--- src/rtl/param_bcd_formatter_if.sv ---
// param_bcd_formatter_if: measurement inputs, control and formatted BCD results
interface param_bcd_formatter_if;
  logic [15:0] freq_in;
  logic [15:0] amplitude_in;
  logic [15:0] duty_in;
  logic [15:0] thd_in;
  logic start;
  logic auto_en;
  logic [19:0] freq_bcd;
  logic [19:0] amp_bcd;
  logic [19:0] duty_bcd;
  logic [19:0] thd_bcd;
  logic [2:0] freq_ndig;
  logic [2:0] amp_ndig;
  logic [2:0] duty_ndig;
  logic [2:0] thd_ndig;
  logic busy;
  logic done;
  modport master (
    output freq_in, amplitude_in, duty_in, thd_in, start, auto_en,
    input freq_bcd, amp_bcd, duty_bcd, thd_bcd,
    input freq_ndig, amp_ndig, duty_ndig, thd_ndig, busy, done
  );
  modport slave (
    input freq_in, amplitude_in, duty_in, thd_in, start, auto_en,
    output freq_bcd, amp_bcd, duty_bcd, thd_bcd,
    output freq_ndig, amp_ndig, duty_ndig, thd_ndig, busy, done
  );
endinterface

--- src/rtl/param_bcd_formatter.sv ---
// param_bcd_formatter: snapshots four 16-bit results and publishes them atomically as 5-digit BCD
module param_bcd_formatter #(
  parameter int unsigned REFRESH_DIV = 10_000_000
) (
  input logic clk,
  input logic rst_n,
  param_bcd_formatter_if.slave bus
);
  typedef enum logic [1:0] {IDLE, LOAD, SHIFT, STORE} state_t;
  state_t state, state_d;
  logic [31:0] rcnt;
  logic tick, trig, pending, done;
  logic [1:0] idx;
  logic [3:0] scnt;
  logic [35:0] sr, adj;
  logic [2:0] nd;
  logic [15:0] snap [4];
  logic [19:0] sh_bcd [4];
  logic [19:0] out_bcd [4];
  logic [2:0] sh_nd [4];
  logic [2:0] out_nd [4];
  assign tick = bus.auto_en && rcnt == REFRESH_DIV - 1;
  assign trig = bus.start | tick;
  assign nd = |sr[35:32] ? 3'd5 : |sr[31:28] ? 3'd4 : |sr[27:24] ? 3'd3 : |sr[23:20] ? 3'd2 : 3'd1;
  always_comb begin
    adj = sr;
    for (int i = 0; i < 5; i++)
      adj[16 + 4*i +: 4] = sr[16 + 4*i +: 4] >= 4'd5 ? sr[16 + 4*i +: 4] + 4'd3 : sr[16 + 4*i +: 4];
  end
  always_comb begin
    state_d = state;
    state_d = state == IDLE  ? ((trig || pending) ? LOAD : IDLE) :
              state == LOAD  ? SHIFT :
              state == SHIFT ? (scnt == 4'd15 ? STORE : SHIFT) :
              idx == 2'd3    ? IDLE : LOAD;
  end
  always_ff @(posedge clk)
    state <= !rst_n ? IDLE : state_d;
  always_ff @(posedge clk) begin
    if (!rst_n) begin
      rcnt <= '0;
      pending <= 1'b0;
      done <= 1'b0;
      idx <= '0;
      scnt <= '0;
      sr <= '0;
      for (int i = 0; i < 4; i++) begin
        snap[i] <= '0;
        sh_bcd[i] <= '0;
        out_bcd[i] <= '0;
        sh_nd[i] <= 3'd1;
        out_nd[i] <= 3'd1;
      end
    end else begin
      rcnt <= (tick || !bus.auto_en) ? '0 : rcnt + 32'd1;
      done <= 1'b0;
      if (state != IDLE && trig)
        pending <= 1'b1;
      if (state == IDLE && (trig || pending)) begin
        snap[0] <= bus.freq_in;
        snap[1] <= bus.amplitude_in;
        snap[2] <= bus.duty_in;
        snap[3] <= bus.thd_in;
        pending <= 1'b0;
        idx <= '0;
      end
      if (state == LOAD) begin
        sr <= {20'b0, snap[idx]};
        scnt <= '0;
      end
      if (state == SHIFT) begin
        sr <= adj << 1;
        scnt <= scnt + 4'd1;
      end
      if (state == STORE) begin
        sh_bcd[idx] <= sr[35:16];
        sh_nd[idx] <= nd;
        idx <= idx + 2'd1;
        if (idx == 2'd3) begin
          for (int i = 0; i < 3; i++) begin
            out_bcd[i] <= sh_bcd[i];
            out_nd[i] <= sh_nd[i];
          end
          out_bcd[3] <= sr[35:16];
          out_nd[3] <= nd;
          done <= 1'b1;
        end
      end
    end
  end
  assign bus.freq_bcd = out_bcd[0];
  assign bus.amp_bcd = out_bcd[1];
  assign bus.duty_bcd = out_bcd[2];
  assign bus.thd_bcd = out_bcd[3];
  assign bus.freq_ndig = out_nd[0];
  assign bus.amp_ndig = out_nd[1];
  assign bus.duty_ndig = out_nd[2];
  assign bus.thd_ndig = out_nd[3];
  assign bus.busy = state != IDLE;
  assign bus.done = done;
endmodule

--- src/flat_wrapper.sv ---
// flat-port wrapper written by rule: the top's interface ports become plain ports
module param_bcd_formatter_flat 
#(
  parameter int unsigned REFRESH_DIV = 10_000_000
)
  (clk, rst_n, bus_freq_in, bus_amplitude_in, bus_duty_in, bus_thd_in, bus_start, bus_auto_en, bus_freq_bcd, bus_amp_bcd, bus_duty_bcd, bus_thd_bcd, bus_freq_ndig, bus_amp_ndig, bus_duty_ndig, bus_thd_ndig, bus_busy, bus_done);
  param_bcd_formatter_if bus_i ();
  input logic clk;
  input logic rst_n;
  input wire logic [$bits(bus_i.freq_in)-1:0] bus_freq_in;
  input wire logic [$bits(bus_i.amplitude_in)-1:0] bus_amplitude_in;
  input wire logic [$bits(bus_i.duty_in)-1:0] bus_duty_in;
  input wire logic [$bits(bus_i.thd_in)-1:0] bus_thd_in;
  input wire logic [$bits(bus_i.start)-1:0] bus_start;
  input wire logic [$bits(bus_i.auto_en)-1:0] bus_auto_en;
  output wire logic [$bits(bus_i.freq_bcd)-1:0] bus_freq_bcd;
  output wire logic [$bits(bus_i.amp_bcd)-1:0] bus_amp_bcd;
  output wire logic [$bits(bus_i.duty_bcd)-1:0] bus_duty_bcd;
  output wire logic [$bits(bus_i.thd_bcd)-1:0] bus_thd_bcd;
  output wire logic [$bits(bus_i.freq_ndig)-1:0] bus_freq_ndig;
  output wire logic [$bits(bus_i.amp_ndig)-1:0] bus_amp_ndig;
  output wire logic [$bits(bus_i.duty_ndig)-1:0] bus_duty_ndig;
  output wire logic [$bits(bus_i.thd_ndig)-1:0] bus_thd_ndig;
  output wire logic [$bits(bus_i.busy)-1:0] bus_busy;
  output wire logic [$bits(bus_i.done)-1:0] bus_done;
  assign bus_i.freq_in = bus_freq_in;
  assign bus_i.amplitude_in = bus_amplitude_in;
  assign bus_i.duty_in = bus_duty_in;
  assign bus_i.thd_in = bus_thd_in;
  assign bus_i.start = bus_start;
  assign bus_i.auto_en = bus_auto_en;
  assign bus_freq_bcd = bus_i.freq_bcd;
  assign bus_amp_bcd = bus_i.amp_bcd;
  assign bus_duty_bcd = bus_i.duty_bcd;
  assign bus_thd_bcd = bus_i.thd_bcd;
  assign bus_freq_ndig = bus_i.freq_ndig;
  assign bus_amp_ndig = bus_i.amp_ndig;
  assign bus_duty_ndig = bus_i.duty_ndig;
  assign bus_thd_ndig = bus_i.thd_ndig;
  assign bus_busy = bus_i.busy;
  assign bus_done = bus_i.done;
  param_bcd_formatter #(.REFRESH_DIV(REFRESH_DIV)) u_core (.clk(clk), .rst_n(rst_n), .bus(bus_i));
endmodule
--- config.mk ---
export PLATFORM = sky130hd
export DESIGN_NAME = param_bcd_formatter_flat
export DESIGN_NICKNAME = d
export VERILOG_FILES = /design/src/rtl/param_bcd_formatter_if.sv /design/src/rtl/param_bcd_formatter.sv /design/src/flat_wrapper.sv
export SDC_FILE = /design/constraint.sdc
export NUM_CORES = 1
export LEC_CHECK = 0
export CAP_MARGIN = 20
export CELL_PAD_IN_SITES_DETAIL_PLACEMENT = 0
export CELL_PAD_IN_SITES_GLOBAL_PLACEMENT = 1
export CORE_MARGIN = 1.5
export CORE_UTILIZATION = 45
export DETAILED_ROUTE_END_ITERATION = 6
export PLACE_DENSITY = 0.89
export SLEW_MARGIN = 20
export SYNTH_ARGS = -nofsm -noshare
export SYNTH_HDL_FRONTEND = slang
export SYNTH_SLANG_ARGS = --single-unit
--- constraint.sdc ---
create_clock -name clk -period 5.72 [get_ports clk]
set_input_delay 1.144 -clock clk [delete_from_list [all_inputs] [get_ports clk]]
set_output_delay 1.144 -clock clk [all_outputs]
set_load 0.01 [all_outputs]
**Sequential cells colored by netlist name**

Other sequential cells in the stronger gray, the rest of the logic in the fainter gray.
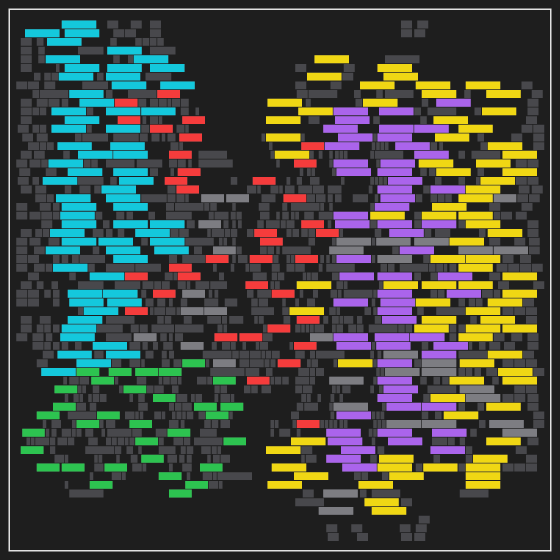
legend:
  green:
    netlist_name: u_core.rcnt
    placed_flops: 32
    where: bottom left
  yellow:
    netlist_name: u_core.out_bcd
    placed_flops: 80
  purple:
    netlist_name: u_core.sh_bcd
    placed_flops: 60
  red:
    netlist_name: u_core.sr
    placed_flops: 36
  cyan:
    netlist_name: u_core.snap
    placed_flops: 64

**Gate families picked out**

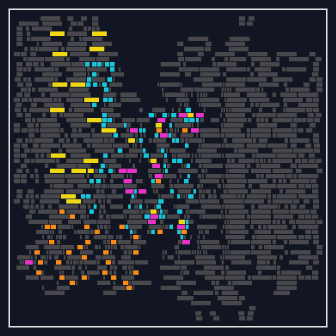
legend:
  yellow:
    family: multiplexers
    cells: 23
  magenta:
    family: adder and majority cells
    cells: 18
    where: middle
  cyan:
    family: inverting AOI/OAI gates
    cells: 84
  orange:
    family: XOR/XNOR gates
    cells: 34

==> impl_report.txt <==
==== FLOW RESULTS ====
----------------------------------------------------
[Run status]
  Result of the run ........................ finished clean

[Clock tree]
  Post-CTS setup buffers ........................ 0
  Number of clock buffers inserted by TritonCTS ........................ 31
  Maximum level of the CTS H-tree ........................ 1
  Clock root buffer master ........................ sky130_fd_sc_hd__clkbuf_16
  Resized Gates After CTS ........................ 0
  Clock-pin slew reported for the worst setup and hold paths after clock tree synthesis ........................ ~0.060 ns
  CTS max path bufs ........................ 3

[Floorplanning]
  Effective utilization at floorplan ........................ approximately 46%
  I/O Pins ........................ roughly 160
  Total number of placement rows ........................ about 60
  Die extent in y ........................ between 150 and 200 um
  Area of the placeable core ........................ about 27000 sq um

[GRT]
  Residual overflow from global routing ........................ 0
  Initial antenna violation count ........................ 0
  Total routing usage reported by global routing ........................ between 10% and 20%
  Maximum number of pins on one net before global-route repair ........................ roughly 93

[Critical path]
  Crit path launch ........................ rst_n
  Capture point of the worst path ........................ u_core.sh_bcd[2][13]
  Setup crit start kind ........................ primary input
  Critical path endpoint category ........................ flop
  Setup Crit Path Kind ........................ primary input to flop
  Largest fanout on the critical path ........................ 23
  Data required time at the worst endpoint ........................ just under 6 ns
  RR Endpoint ........................ u_core.snap[3][9]
  Worst Reg2Reg Path Length in Cells ........................ 6

[Layout]
  Area occupied by multi-input gates ........................ 3750 sq um
  Share of cells above drive strength 1 ........................ between 7 and 8%
  Most frequent cells in the layout ........................ sky130_fd_sc_hd__edfxtp_1, sky130_fd_sc_hd__clkdlybuf4s50_1, sky130_fd_sc_hd__and2_1, sky130_fd_sc_hd__nor2_1, sky130_fd_sc_hd__dfxtp_1
  Layout-stage area growth over the synthesis result ........................ 23.8%
  Sequential standard cell area ........................ about 8400 sq um
  Fill cell count ........................ between 2000 and 2500
  Inserted Diodes ........................ 0

[Logic synthesis]
  Area fraction in full adders, half adders and majority gates ........................ around 1.8%
  Leading post-synthesis cells by instance count ........................ sky130_fd_sc_hd__edfxtp_1, sky130_fd_sc_hd__and2_1, sky130_fd_sc_hd__nor2_1
  Share of synthesized registers carrying an async set or reset ........................ 0%
  Most frequent cell after synthesis ........................ sky130_fd_sc_hd__edfxtp_1
  Summed standard-cell area reported by yosys ........................ ~12000 sq um
  Count of unique library cells instantiated by Yosys ........................ roughly 46
  Synthesized net count ........................ slightly above 1000
  Most instantiated flip-flop cell in the synthesis netlist ........................ sky130_fd_sc_hd__edfxtp_1
  Cell total in the yosys stat output ........................ roughly 950
  Syn Std Cell Area ........................ between 10000 and 15000 sq um
  Post-synthesis share of cell area spent on xor and xnor gates ........................ 2.40%
  Sequential area share after synthesis ........................ 67.3%
  Main combinational cell family by area after synthesis ........................ simple AND/OR/NAND/NOR gates
  MUX share of area ........................ between 3 and 4%
  Synthesized flop and latch total ........................ between 300 and 400

[Routing]
  DRC violations left ........................ 0
  Via density per instance ........................ just over 5
  Average wire per cell in the routed design ........................ between 15 and 20 um
  Wire length reported by the detailed router ........................ between 20000 and 25000 um
  Post-DRT Antenna Nets ........................ 0

[Pwr]
  Static Leakage ........................ about 5.5 nW
  Tot Pwr ........................ just under 0.005 W
  Worst supply voltage drop on vdd ........................ roughly 0.23 mV

[Placement]
  Worst setup timing slack at the placement stage ........................ 1.73 ns
  Post-placement cell area ........................ 14300 sq um
  Half-perimeter wire length after detailed placement ........................ approximately 15000 um
  Port buffer count ........................ between 150 and 200

[Final timing]
  Total count of hold-check failures in the final report ........................ 0
  Setup slack after layout ........................ between 2 and 2.5 ns
  Transition time at the pin with the least slew margin ........................ between 1 and 1.5 ns
  Period utilisation layout ........................ roughly three fifths

[Min path]
  Source of the worst hold timing path ........................ u_core.rcnt[0]

[Job]
  Number of maximum-capacitance violations ........................ 0

----------------------------------------------------
**Clock network drawn from the DEF**

The bar under the picture is 50 um long.
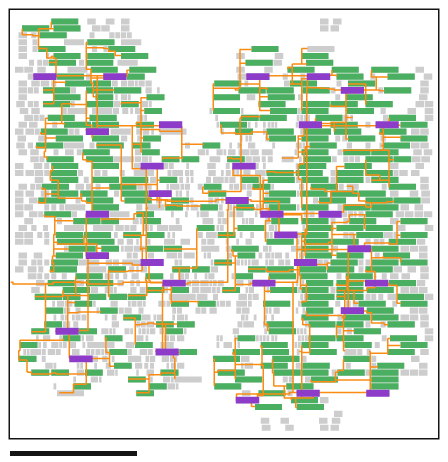
legend:
  orange:
    item: clock wires
    length: 3180 um
  purple:
    item: cells driving clock nets
    count: 31
  green:
    item: flip-flops
    count: 305
routed clock nets: 32
flops lie: widely spread
clock network latency to the later pin of the worst-skew pair: 0.56 ns
total clock network power: 0.00208 W
clock group share of total power: 42.3%

**The clock network**

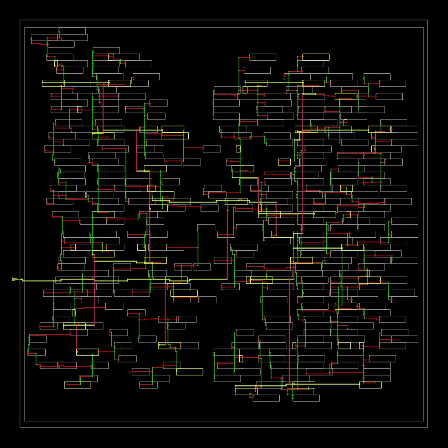
clock net sink count: 305
Clock Skew: 0.0128 ns

==> logic make-up after synthesis <==
kind of cell | Yosys count
adder cells (fa/ha/maj) | 18
AND/OR/NAND/NOR | 412
flip-flops | 305
AND-OR/OR-AND | 86
buffers and inverters | 72
XOR/XNOR | 34
multiplexers | 23
==> where the power goes <==
part	internal [W]	total [W]	switching [W]
registers	0.00250	0.00253	0.0000374
clock network	0.00126	0.00208	0.000814
logic	0.000150	0.000307	0.000157
==> worst max-delay path: stages <==
cell and delay [ns]:
sky130_fd_sc_hd__clkdlybuf4s50_1 0.45, sky130_fd_sc_hd__buf_4 0.27, sky130_fd_sc_hd__nand2_1 0.19, sky130_fd_sc_hd__nor2_1 0.29, sky130_fd_sc_hd__nand2_1 0.41, sky130_fd_sc_hd__nand2_1 0.82
==> metal layers <==
layer	track usage, %	up-vias	share of wire [%]
met5	0	-	0
met1	22.5	3579	45
met4	3.19	0	1.5
met2	26.0	245	46
li1	-	3681	-
met3	3.48	33	6.8
==> cell type report <==
cell class	count	share of cell area [%]
multi-input cells	573	24.4
repair buffers	169	10.9
flip-flops and latches	305	54.4
inverters	23	0.562
clock buffers	40	5.46
clock inverters	18	1.52
well taps	341	2.78
==> sequential cells by signal (all words and copies together), names as in the netlist, named ones only <==
register         cells
u_core.bus.done      1
u_core.idx           2
u_core.out_bcd      80
u_core.out_nd       12
u_core.pending       1
u_core.rcnt         32
u_core.scnt          4
u_core.sh_bcd       60
u_core.sh_nd         9
u_core.snap         64
u_core.sr           36
u_core.state         2
==> stage by stage <==
step           utilization [%]  hold slack (ns)
2_1_floorplan                -            0.430
5_1_grt                   56.9            0.505
4_1_cts                   56.8            0.483
3_3_place_gp              52.8            0.444
6_report                  56.9            0.477
3_5_place_dp              52.9            0.471
Power and IR drop assume default switching activity.
